==> src/rtl/bif_sched_pkg.sv <==
// Shared types for the bus interface scheduler: FSM states, requester
// indices and the IO/CPU round-robin pick.
package bif_sched_pkg;

  typedef enum logic [2:0] {
    IDLE = 3'd0,
    REQ  = 3'd1,
    ADDR = 3'd2,
    DATA = 3'd3,
    TERM = 3'd4,
    ERR  = 3'd5
  } state_e;

  typedef logic [1:0] rq_idx_t;

  localparam rq_idx_t REF = 2'd0;
  localparam rq_idx_t SEM = 2'd1;
  localparam rq_idx_t IO  = 2'd2;
  localparam rq_idx_t CPU = 2'd3;

  // On an IO/CPU tie the requester that was not served last wins.
  function automatic rq_idx_t rr_pick(input rq_idx_t last);
    return (last == IO) ? CPU : IO;
  endfunction

endpackage

==> src/rtl/bif_phase_cnt.sv <==
// Shared phase/timeout counter: clear, load, enable, saturating increment and
// a terminal flag that rises on the i_term'th cycle after a clear.
module bif_phase_cnt #(
  parameter int CNT_W = 10
) (
  input  logic             i_clk,
  input  logic             i_rst_n,
  input  logic             i_clr,
  input  logic             i_en,
  input  logic             i_load,
  input  logic [CNT_W-1:0] i_load_val,
  input  logic [CNT_W-1:0] i_term,
  output logic [CNT_W-1:0] o_cnt,
  output logic             o_tc
);

  localparam logic [CNT_W-1:0] CNT_MAX = '1;

  logic [CNT_W-1:0] r_cnt;
  logic [CNT_W-1:0] w_term_m1;

  always_ff @(posedge i_clk or negedge i_rst_n) begin
    if (!i_rst_n) begin
      r_cnt <= '0;
    end else if (i_clr) begin
      r_cnt <= '0;
    end else if (i_load) begin
      r_cnt <= i_load_val;
    end else if (i_en && (r_cnt != CNT_MAX)) begin
      r_cnt <= r_cnt + CNT_W'(1);
    end
  end

  // Count starts at 0 on the first cycle, so the i_term'th cycle sees i_term-1.
  assign w_term_m1 = i_term - CNT_W'(1);
  assign o_tc      = (r_cnt >= w_term_m1);
  assign o_cnt     = r_cnt;

endmodule

==> src/rtl/bif_bus_sched.sv <==
// Arbitrates four local requesters onto the bus interface and sequences each
// backplane cycle through request, address, data and completion phases.
module bif_bus_sched
  import bif_sched_pkg::*;
#(
  parameter int ADDR_CYC = 2,
  parameter int TOUT_CYC = 255,
  parameter int CNT_W    = 10
) (
  input  logic       OSC,
  input  logic       CLEAR_n,
  input  logic       REFRQ_n,
  input  logic       SEMRQ_n,
  input  logic       IORQ_n,
  input  logic       CRQ_n,
  input  logic       WRITE,
  output logic       REF_GNT_n,
  output logic       SEM_GNT_n,
  output logic       IO_GNT_n,
  output logic       CPU_GNT_n,
  output logic       BREQ_n,
  input  logic       BGNT_n,
  output logic       BAPR_n,
  output logic       BDAP_n,
  input  logic       BDRY_n,
  input  logic       BERROR_n,
  output logic       DONE_n,
  output logic       TOUT,
  output logic       ERR_n,
  output logic [2:0] DBG_STATE
);

  // Request/grant handshake: a requester holds its *RQ_n low until DONE_n is
  // seen with its grant; releasing it before the backplane grant abandons the
  // cycle silently, releasing it later has no effect on the running cycle.

  state_e          r_state;
  state_e          w_next;
  rq_idx_t         r_winner;
  rq_idx_t         r_rr_last;
  rq_idx_t         w_arb;
  logic            r_write;
  logic            r_tout_flag;
  logic            w_tout_cause;
  logic            w_any_req;
  logic            w_win_req_n;
  logic [3:0]      w_rq_n;
  logic [3:0]      w_gnt_n;
  logic            w_breq_on;
  logic            w_cnt_clr;
  logic            w_cnt_en;
  logic            w_tc;
  logic [CNT_W-1:0] w_cnt;
  logic [CNT_W-1:0] w_term;

  assign w_rq_n      = {CRQ_n, IORQ_n, SEMRQ_n, REFRQ_n};
  assign w_any_req   = ~&w_rq_n;
  assign w_win_req_n = w_rq_n[r_winner];

  always_comb begin
    w_arb = CPU;
    if (!REFRQ_n) begin
      w_arb = REF;
    end else if (!SEMRQ_n) begin
      w_arb = SEM;
    end else if (!IORQ_n && !CRQ_n) begin
      w_arb = rr_pick(r_rr_last);
    end else if (!IORQ_n) begin
      w_arb = IO;
    end else begin
      w_arb = CPU;
    end
  end

  assign w_cnt_clr = (w_next != r_state);
  assign w_cnt_en  = (r_state == REQ) || (r_state == ADDR) || (r_state == DATA);
  assign w_term    = (r_state == ADDR) ? CNT_W'(ADDR_CYC) : CNT_W'(TOUT_CYC);

  bif_phase_cnt #(
    .CNT_W (CNT_W)
  ) u_phase_cnt (
    .i_clk      (OSC),
    .i_rst_n    (CLEAR_n),
    .i_clr      (w_cnt_clr),
    .i_en       (w_cnt_en),
    .i_load     (1'b0),
    .i_load_val ('0),
    .i_term     (w_term),
    .o_cnt      (w_cnt),
    .o_tc       (w_tc)
  );

  // BREQ_n drops on the second REQ cycle; the counter is cleared on entry and
  // saturates, so a non-zero count marks every REQ cycle after the first.
  assign w_breq_on = (r_state == REQ) && (w_cnt != '0);

  always_comb begin
    w_next       = r_state;
    w_tout_cause = 1'b0;
    case (r_state)
      IDLE: begin
        if (w_any_req) w_next = REQ;
      end
      REQ: begin
        w_tout_cause = 1'b1;
        if (!BGNT_n && w_breq_on) begin
          w_next = ADDR;
        end else if (w_win_req_n) begin
          w_next = IDLE;
        end else if (w_tc) begin
          w_next = ERR;
        end
      end
      ADDR: begin
        if (w_tc) w_next = (r_winner == REF) ? TERM : DATA;
      end
      DATA: begin
        w_tout_cause = BERROR_n;
        if (!BERROR_n) begin
          w_next = ERR;
        end else if (!BDRY_n) begin
          w_next = TERM;
        end else if (w_tc) begin
          w_next = ERR;
        end
      end
      TERM:    w_next = IDLE;
      ERR:     w_next = IDLE;
      default: w_next = IDLE;
    endcase
  end

  always_ff @(posedge OSC or negedge CLEAR_n) begin
    if (!CLEAR_n) begin
      r_state     <= IDLE;
      r_winner    <= CPU;
      r_write     <= 1'b0;
      r_rr_last   <= CPU;
      r_tout_flag <= 1'b0;
    end else begin
      r_state <= w_next;
      if ((r_state == IDLE) && w_any_req) begin
        r_winner <= w_arb;
        r_write  <= WRITE;
      end
      if (w_next == ERR) begin
        r_tout_flag <= w_tout_cause;
      end
      if (((r_state == TERM) || (r_state == ERR)) &&
          ((r_winner == IO) || (r_winner == CPU))) begin
        r_rr_last <= r_winner;
      end
    end
  end

  always_comb begin
    w_gnt_n = 4'b1111;
    if (r_state != IDLE) begin
      w_gnt_n[r_winner] = 1'b0;
    end
  end

  always_comb begin
    BREQ_n = 1'b1;
    BAPR_n = 1'b1;
    BDAP_n = 1'b1;
    DONE_n = 1'b1;
    TOUT   = 1'b0;
    ERR_n  = 1'b1;
    case (r_state)
      REQ:  BREQ_n = ~w_breq_on;
      ADDR: BAPR_n = 1'b0;
      DATA: BDAP_n = ~r_write;
      TERM: DONE_n = 1'b0;
      ERR: begin
        DONE_n = 1'b0;
        TOUT   = r_tout_flag;
        ERR_n  = r_tout_flag;
      end
      default: ;
    endcase
  end

  assign REF_GNT_n = w_gnt_n[REF];
  assign SEM_GNT_n = w_gnt_n[SEM];
  assign IO_GNT_n  = w_gnt_n[IO];
  assign CPU_GNT_n = w_gnt_n[CPU];
  assign DBG_STATE = r_state;

endmodule

==> config.mk <==
export PLATFORM = sky130hd
export DESIGN_NAME = bif_bus_sched
export DESIGN_NICKNAME = d
export VERILOG_FILES = /design/src/rtl/bif_sched_pkg.sv /design/src/rtl/bif_phase_cnt.sv /design/src/rtl/bif_bus_sched.sv
export SDC_FILE = /design/constraint.sdc
export NUM_CORES = 1
export LEC_CHECK = 0
export CORE_MARGIN = 1.5
export CORE_UTILIZATION = 46
export DETAILED_ROUTE_END_ITERATION = 10
export PLACE_DENSITY = 0.71
export SETUP_SLACK_MARGIN = 0.05
export SYNTH_ARGS = -nofsm -noshare
export SYNTH_HDL_FRONTEND = slang
export SYNTH_SLANG_ARGS = --single-unit
==> constraint.sdc <==
create_clock -name OSC -period 2.33 [get_ports OSC]
set_input_delay 0.466 -clock OSC [delete_from_list [all_inputs] [get_ports OSC]]
set_output_delay 0.466 -clock OSC [all_outputs]
set_load 0.005 [all_outputs]
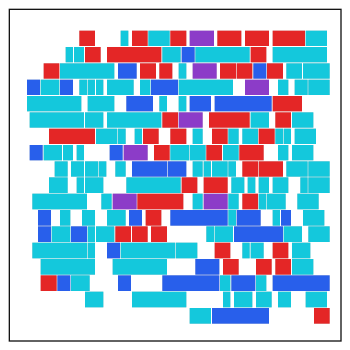
(images/drive_strength.png)
(6 px per µm)
Purple shows drive 6 and up, cells 7, share 3.7%. Blue shows drive 2, cells 29, share 15%. Cyan shows drive 1 or less, cells 110, share 58%. Red shows drive 3 to 4, cells 44, share 23%.
Synth-to-Final Area Change: 50.70%
bufs w/o clock: 58
post-route setup slack: -0.05567 ns
post-route cell area: 0.001878 mm²

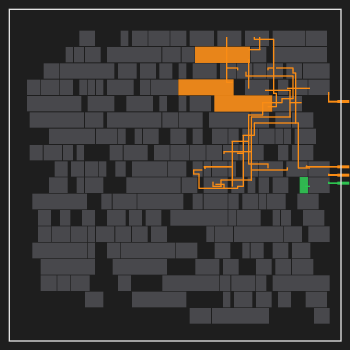
(images/port_nets.png)
(6 px per µm)
Orange shows DBG_STATE, bits 3, direction output, end cells 3, buffers 6, wire 205 µm. Green shows DONE_n, bits 1, direction output, end cells 1, buffers 1, wire 2.50 µm.

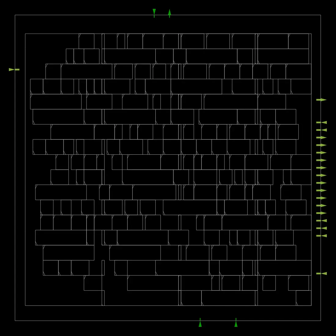
(images/final_placement.png)
Layout Cells excl Fill: 220
row count: 18

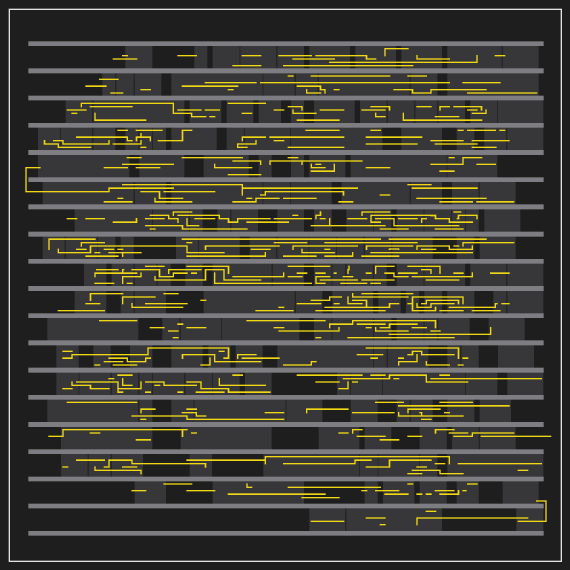
(images/met1.png)
(10 px per µm) Supply wires on this layer in gray. Cells faint in the background.
The layer holds 43% of the routed length. The layer carries 1370 µm of wire. 173 nets have wire on it. The wires run mostly horizontal. The longest straight run is 19.8 µm.
met1 Usage GRT: 25.89%
drt total wl: 3.158 mm

==> flow_summary.toml <==
# generated from flow reports
[routing]
drt-initial-drc-count = 16
vias = 1200
avgViaCountPerCell = 5.455
drc_errors = 0
routedWlPerCell_um = 14.35
drt_first_pass_iters = 4
antenna_left = 0

[worst_setup_path]
r2r_start = "r_winner[0]"
worstSetupEndpoint = "u_phase_cnt.o_cnt[3]"
worstPathRequired_ns = 2.53
crit_slowest_cell = "mux4_2"
critPathArrivalTime_ns = 2.59
reg2reg_to = "u_phase_cnt.o_cnt[3]"
critPathTopFamily = "buffers and inverters"
crit_chain = "clkdlybuf4s50_1 -> mux4_2 -> or3_4 -> o211ai_1 -> buf_4 -> or4_4 -> a211o_1 -> buf_6 -> nor2_2"
crit_path_end_kind = "flip-flop"
startpoint_type = "input port"
reg2reg_slack_ns = -0.05
slowest_delay_ns = 0.47
crit_fanout = 6
ff2ff_path_depth = 8
startpoint = "REFRQ_n"
criticalPathCategory = "in2reg"
crit_buf_inv = 3
worst-path-stages = 9

[synthesis]
synth.top_cell.area_share_pct = 30.12
netlist_instances = 130
ys_cells = 130
synth.net_count = 143
synthesis.area_mm2 = 0.001246
yosysTopAreaCell = "dfrtp_1"
edf_count = 0
synth_area_per_cell_um2 = 9.586
async_flop_share_pct = 100.0
synth.most_common_cell = "dfrtp_1"
yosys-top-cells-area = "dfrtp_1, dfstp_2, nor2_2"
ys_types = 47
yosysSeqAreaShare_pct = 38.55
yosysWarnings = 0
synthTopCellsByCount = "dfrtp_1, nand2_1, nor2_2"
ys_seq_elements = 19

[grt]
grt_max_degree = 20
top_usage_layer = "met2"
grt_pass1_wl_mm = 4.816
met3_usage_pct = 2.419
antenna_found_initial = 0
grt_usage_pct = 23.00
grt_pass1_vias = 1113
grt_overflow = 0

[floorplanning]
dieHeight_um = 55.05
core_area_mm2 = 0.002522
ios = 23
die_x_um = 55.05
fp_util_pct = 49.40
die-area_mm2 = 0.003031

[cts]
htreeDepth = 1
root_buffer = "clkbuf_4"
cts_tree = "done"
clock_latency_ns = 0.30
cts_sinks = 19
clock_path_buffers = 2
cts_hold_buf = 0

[worst_hold_path]
worstHoldPathType = "in2async"

[sta]
clock_skew_ns = 0.006048
hold_viol = 0
fmax_mhz = 419.2
setup_viol = 12
grt_setup_unrepaired = "yes"
tns_ns = -0.4283
max_slew.worst_pin.slew_ns = 0.6076
timing.final.crit_share_pct = 102.4
finalMaxSlewViolations = 0
period_needed_ns = 2.386
finalWorstSetupSlack_ns = -0.05567

[pwr]
vdd_drop_max_uv = 803.4
power_density_mw_per_mm2 = 1087

[flow_run]
tool_warnings = 30
drv_cap = 0

[run_status]
status = "finished, violations left"
violations = "negative setup slack"

[final_layout]
nNetsFinal = 204
utilization_pct = 74.45
drive_gt1_share_pct = 42.11
diodes = 0

[placed_design]
dp_hpwl_mm = 2.392
placed_cells = 210
port_buffers = 22
gp_congestion = 0.9418
dpl-instance-area_mm2 = 0.001738
how the worst min path moves through the flow:
stage	start	cells past startpoint	end
final	CLEAR_n	2	u_phase_cnt.o_cnt[8]
after global routing	CLEAR_n	2	u_phase_cnt.o_cnt[8]
after CTS	CLEAR_n	2	u_phase_cnt.o_cnt[8]
after detailed placement	r_rr_last[1]	1	r_rr_last[1]
after global placement	r_rr_last[1]	1	r_rr_last[1]
after floorplan	CLEAR_n	0	DBG_STATE[0]
cell families (layout without fill, tap and decap cells):
logic type	Yosys count	count (layout)	share of synthesized area, %
muxes	4	4	4.518
and+or+nand+nor	63	63	31.33
buffers and inverters	10	70	3.916
AOI/OAI and AO/OA	22	22	12.35
xor gates and xnor gates	9	9	6.325
DFF	19	19	38.55
adders and majority gates	3	3	3.012
placed cells by master, fill, tap and decap left out, types with 2 or more instances in the layout:
cell             count
dlygate4sd2_1        5
nand3b_1             2
nor3_1               2
clkdlybuf4s15_1      2
nor4_4               2
mux2_2               2
buf_4               29
dfstp_2              4
clkdlybuf4s50_1     13
ha_1                 2
a21oi_2              2
nand2b_1             2
dfrtp_1             14
and3_1               3
a21oi_1              4
xor2_1               4
or2_2                2
clkbuf_4             3
inv_1                7
o21ai_0              4
nand4_1              2
nor2_1               7
nor2_4               2
nor2_2              10
nand3_1              5
buf_6                7
xnor2_1              5
nand2_1             12
registers in the layout, indices dropped and copies added, names as in the netlist:
name               flops
u_phase_cnt.o_cnt     10
DBG_STATE              3
r_rr_last              2
r_winner               2
r_tout_flag            1
r_write                1
stage by stage:
stage	setup slack, ns	hold slack (ns)	total power [mW]
final	-0.05567	0.4892	2.042
after global routing	-0.1315	0.5157	2.183
after CTS	-0.05823	0.4879	2.019
after detailed placement	-0.3916	0.4859	1.711
after global placement	-0.3391	0.4809	1.679
after floorplan	-0.1018	0.1704	1.172
where the power goes:
| part | total [mW] | switching (mW) | internal, mW | leakage [nW] |
|---|---|---|---|---|
| Clock | 0.173 | 0.106 | 0.0668 | 0.0150 |
| Combinational | 1.37 | 0.640 | 0.732 | 0.568 |
| Sequential | 0.498 | 0.0692 | 0.429 | 0.240 |
| Total | 2.04 | 0.815 | 1.23 | 0.824 |
worst register-to-register path, cell delays in order (launching register included):
cell	delay (ns)
dfstp_2	0.56
mux4_2	0.50
or3_4	0.36
o211ai_1	0.23
buf_4	0.17
or4_4	0.11
a211o_1	0.16
buf_6	0.15
nor2_2	0.04
layout make-up:
class / instances / area (µm²)
Sequential cell: 19 / 481.7
Timing Repair Buffer: 58 / 508.0
Clock buffer: 4 / 26.28
Inverter: 8 / 32.53
Tap cell: 30 / 37.54
Fill cell: 188 / 644.4
Multi-Input combinational cell: 101 / 792.0
layer usage:
| layer | vias to the layer above | share of wire [%] |
|---|---|---|
| met5 | - | 0 |
| met4 | 0 | 2.3 |
| met3 | 6 | 4.1 |
| met2 | 28 | 50 |
| met1 | 583 | 43 |
| li1 | 583 | - |
repair_timing:
action	CTS	global route
pin swaps	17	6
buffers inserted	6	0
gates resized	24	8
endpoints found under the setup margin	17	16
Power figures rest on the tool's default switching activity, not on a simulated workload.
